===== src/rtl/cram_sequencer.sv =====
// Microcode address sequencer for the control RAM: next-address selection,
// dispatch/skip OR modifiers, forced trap entry and the call/return stack.
module cram_sequencer #(
    parameter int              ADR_W       = 11,
    parameter int              STACK_DEPTH = 16,
    parameter logic [ADR_W-1:0] FORCE_ADR  = 11'o1777
) (
    input  logic                           clk,
    input  logic                           reset,
    input  logic                           advance,
    input  logic [ADR_W-1:0]               jIn,
    input  logic                           skipEn,
    input  logic                           skipTrue,
    input  logic                           dispEn,
    input  logic [3:0]                     dispIn,
    input  logic                           dramEn,
    input  logic [ADR_W-1:0]               dramJ,
    input  logic                           call,
    input  logic                           ret,
    input  logic                           force1777,
    output logic [ADR_W-1:0]               crAdr,
    output logic [$clog2(STACK_DEPTH):0]   stackDepth,
    output logic [ADR_W-1:0]               stackTop,
    output logic                           stackErr,
    output logic                           trapTaken
);

    localparam int PTR_W   = $clog2(STACK_DEPTH);
    localparam int DEPTH_W = PTR_W + 1;
    localparam logic [DEPTH_W-1:0] FULL = DEPTH_W'(STACK_DEPTH);

    // Dispatch and skip modifiers are pure ORs: no carry ever propagates.
    function automatic logic [ADR_W-1:0] apply_mods(
        input logic [ADR_W-1:0] base,
        input logic             disp_en,
        input logic [3:0]       disp_bits,
        input logic             skip
    );
        logic [ADR_W-1:0] m;
        m = '0;
        if (disp_en) m[3:0] = disp_bits;
        m[0] = m[0] | skip;
        return base | m;
    endfunction

    logic [ADR_W-1:0]   stack_mem [STACK_DEPTH];
    logic [DEPTH_W-1:0] depth_m1;
    logic [DEPTH_W-1:0] depth_mid;
    logic [DEPTH_W-1:0] depth_nxt;
    logic [ADR_W-1:0]   popped;
    logic [ADR_W-1:0]   adr_nxt;
    logic               do_pop;
    logic               do_push;
    logic               push_ok;
    logic               err_evt;

    assign depth_m1 = stackDepth - DEPTH_W'(1);
    assign stackTop = (stackDepth == '0) ? '0 : stack_mem[depth_m1[PTR_W-1:0]];

    always_comb begin
        do_pop    = ret & ~force1777;
        do_push   = call | force1777;
        popped    = '0;
        depth_mid = stackDepth;
        err_evt   = 1'b0;
        if (do_pop) begin
            if (stackDepth == '0) begin
                err_evt = 1'b1;
            end else begin
                popped    = stackTop;
                depth_mid = depth_m1;
            end
        end
        // Pop happens before push, so call+ret on a full stack replaces the top.
        push_ok   = do_push && (depth_mid != FULL);
        depth_nxt = depth_mid;
        if (do_push) begin
            if (push_ok) depth_nxt = depth_mid + DEPTH_W'(1);
            else         err_evt   = 1'b1;
        end
        if (force1777)   adr_nxt = FORCE_ADR;
        else if (ret)    adr_nxt = popped | jIn;
        else if (dramEn) adr_nxt = apply_mods(dramJ, dispEn, dispIn, skipEn & skipTrue);
        else             adr_nxt = apply_mods(jIn, dispEn, dispIn, skipEn & skipTrue);
    end

    always_ff @(posedge clk) begin
        if (reset) begin
            crAdr      <= '0;
            stackDepth <= '0;
            stackErr   <= 1'b0;
            trapTaken  <= 1'b0;
        end else begin
            trapTaken <= advance & force1777;
            if (advance) begin
                crAdr      <= adr_nxt;
                stackDepth <= depth_nxt;
                if (err_evt) stackErr <= 1'b1;
            end
        end
    end

    // Stack storage carries no reset; only entries below stackDepth are meaningful.
    always_ff @(posedge clk) begin
        if (!reset && advance && push_ok)
            stack_mem[depth_mid[PTR_W-1:0]] <= crAdr;
    end

endmodule


===== config.mk =====
export PLATFORM = sky130hd
export DESIGN_NAME = cram_sequencer
export DESIGN_NICKNAME = d
export VERILOG_FILES = /design/src/rtl/cram_sequencer.sv
export SDC_FILE = /design/constraint.sdc
export NUM_CORES = 1
export LEC_CHECK = 0
export CORE_ASPECT_RATIO = 0.75
export CORE_MARGIN = 2
export CORE_UTILIZATION = 46
export DETAILED_ROUTE_END_ITERATION = 16
export PLACE_DENSITY = 0.65
export SLEW_MARGIN = 20
export SYNTH_ARGS = -nofsm -noshare
export SYNTH_HDL_FRONTEND = slang
export SYNTH_SLANG_ARGS = --single-unit

===== constraint.sdc =====
create_clock -name clk -period 7.9 [get_ports clk]
set_clock_uncertainty 0.15 [all_clocks]
set_input_delay 1.185 -clock clk [delete_from_list [all_inputs] [get_ports clk]]
set_output_delay 1.185 -clock clk [all_outputs]
set_load 0.005 [all_outputs]

**Selected gate families**

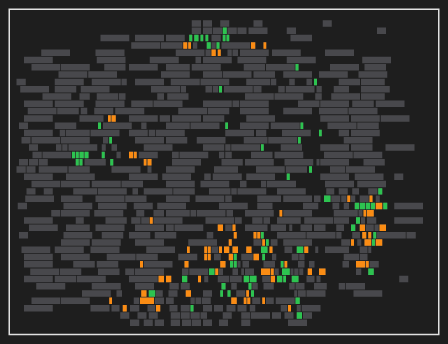
| family | colour | cells |
|---|---|---|
| nand cells | green | 67 |
| nor cells | orange | 73 |

**Metal layers overlaid**

Scale bar: 50 um. Two of the layers only.
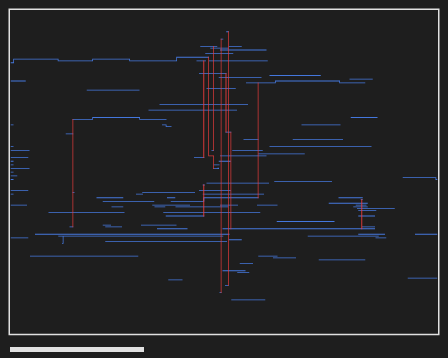
| layer | colour | wire length |
|---|---|---|
| M4 | red | 470 um |
| M3 | blue | 1420 um |

==> flow_summary.ini <==
; physical design summary
[status]
run_status = complete, no violations

[clock_tree]
clock.latency.late_pin_ns = 0.44
clkSlewWorstSetupHoldPaths_ns = 0.07
cts.root.buffer_cell = sky130_fd_sc_hd__clkbuf_16
clock_tree.htree_level_count = 4

[detailed_routing]
wire_length_on_met1_um = 9270
firstDrtPassIters = 8
avgRoutedWirePerCell_um = 24.3
final_antenna_net_count = 0
topRoutingLayerUsed = met4
vias_after_detailed_routing = 5007

[floorplan]
fp.dieW_um = 160
initial_core_util_pct = 47.1

[run]
cap_violations = 0

[sta]
timing_max_transition_violations_final = 0
rsz0062_at_grt = no
fin_crit_sh_pct = 74.3
worst_hold_slack_ns = 0.342
tightest_slew_ns = 1.12

[critical_path]
worst_path_dominant_cell_family = buffers and inverters
crit_path_end = stackTop[3]
rr_endpoint = stack_mem[7][6]
r2r-start = stackDepth[0]
crit_buf_inv = 3

[finish]
dominant_cells = flip-flops and latches
seq_cell_count = 194
clock_area_share_pct = 6.13
post_route_cells_drive_above_1_share_pct = 17.4
syn2layout_area_growth_pct = 18.2
comb_area_share_pct = 25.6
n_clock_buffer = 17
comb.multi_input.count = 297
number_of_filler_cells_placed_in_the_layout = 1398
area.share.sequential_pct = 57.3

[global_routing]
vias_in_the_first_global_route = 4992
number_of_antenna_violations_at_the_first_check_in_global_routing = 0
gr-usage-met2_pct = 34.8

[synth]
ys_sh_mux_pct = 12.6
synth.lib_cells_used.distinct = 53
yosys.area_share.adder_pct = 0.900
common_cells = sky130_fd_sc_hd__edfxtp_1, sky130_fd_sc_hd__nor2_1, sky130_fd_sc_hd__mux4_2
yosys_warnings = 0

[placed_design]
post_dp_cell_area_um2 = 9260
place_inst = 820

[power]
powerSeq_w = 0.00120
power.ir.vdd_worst_mv = 0.131
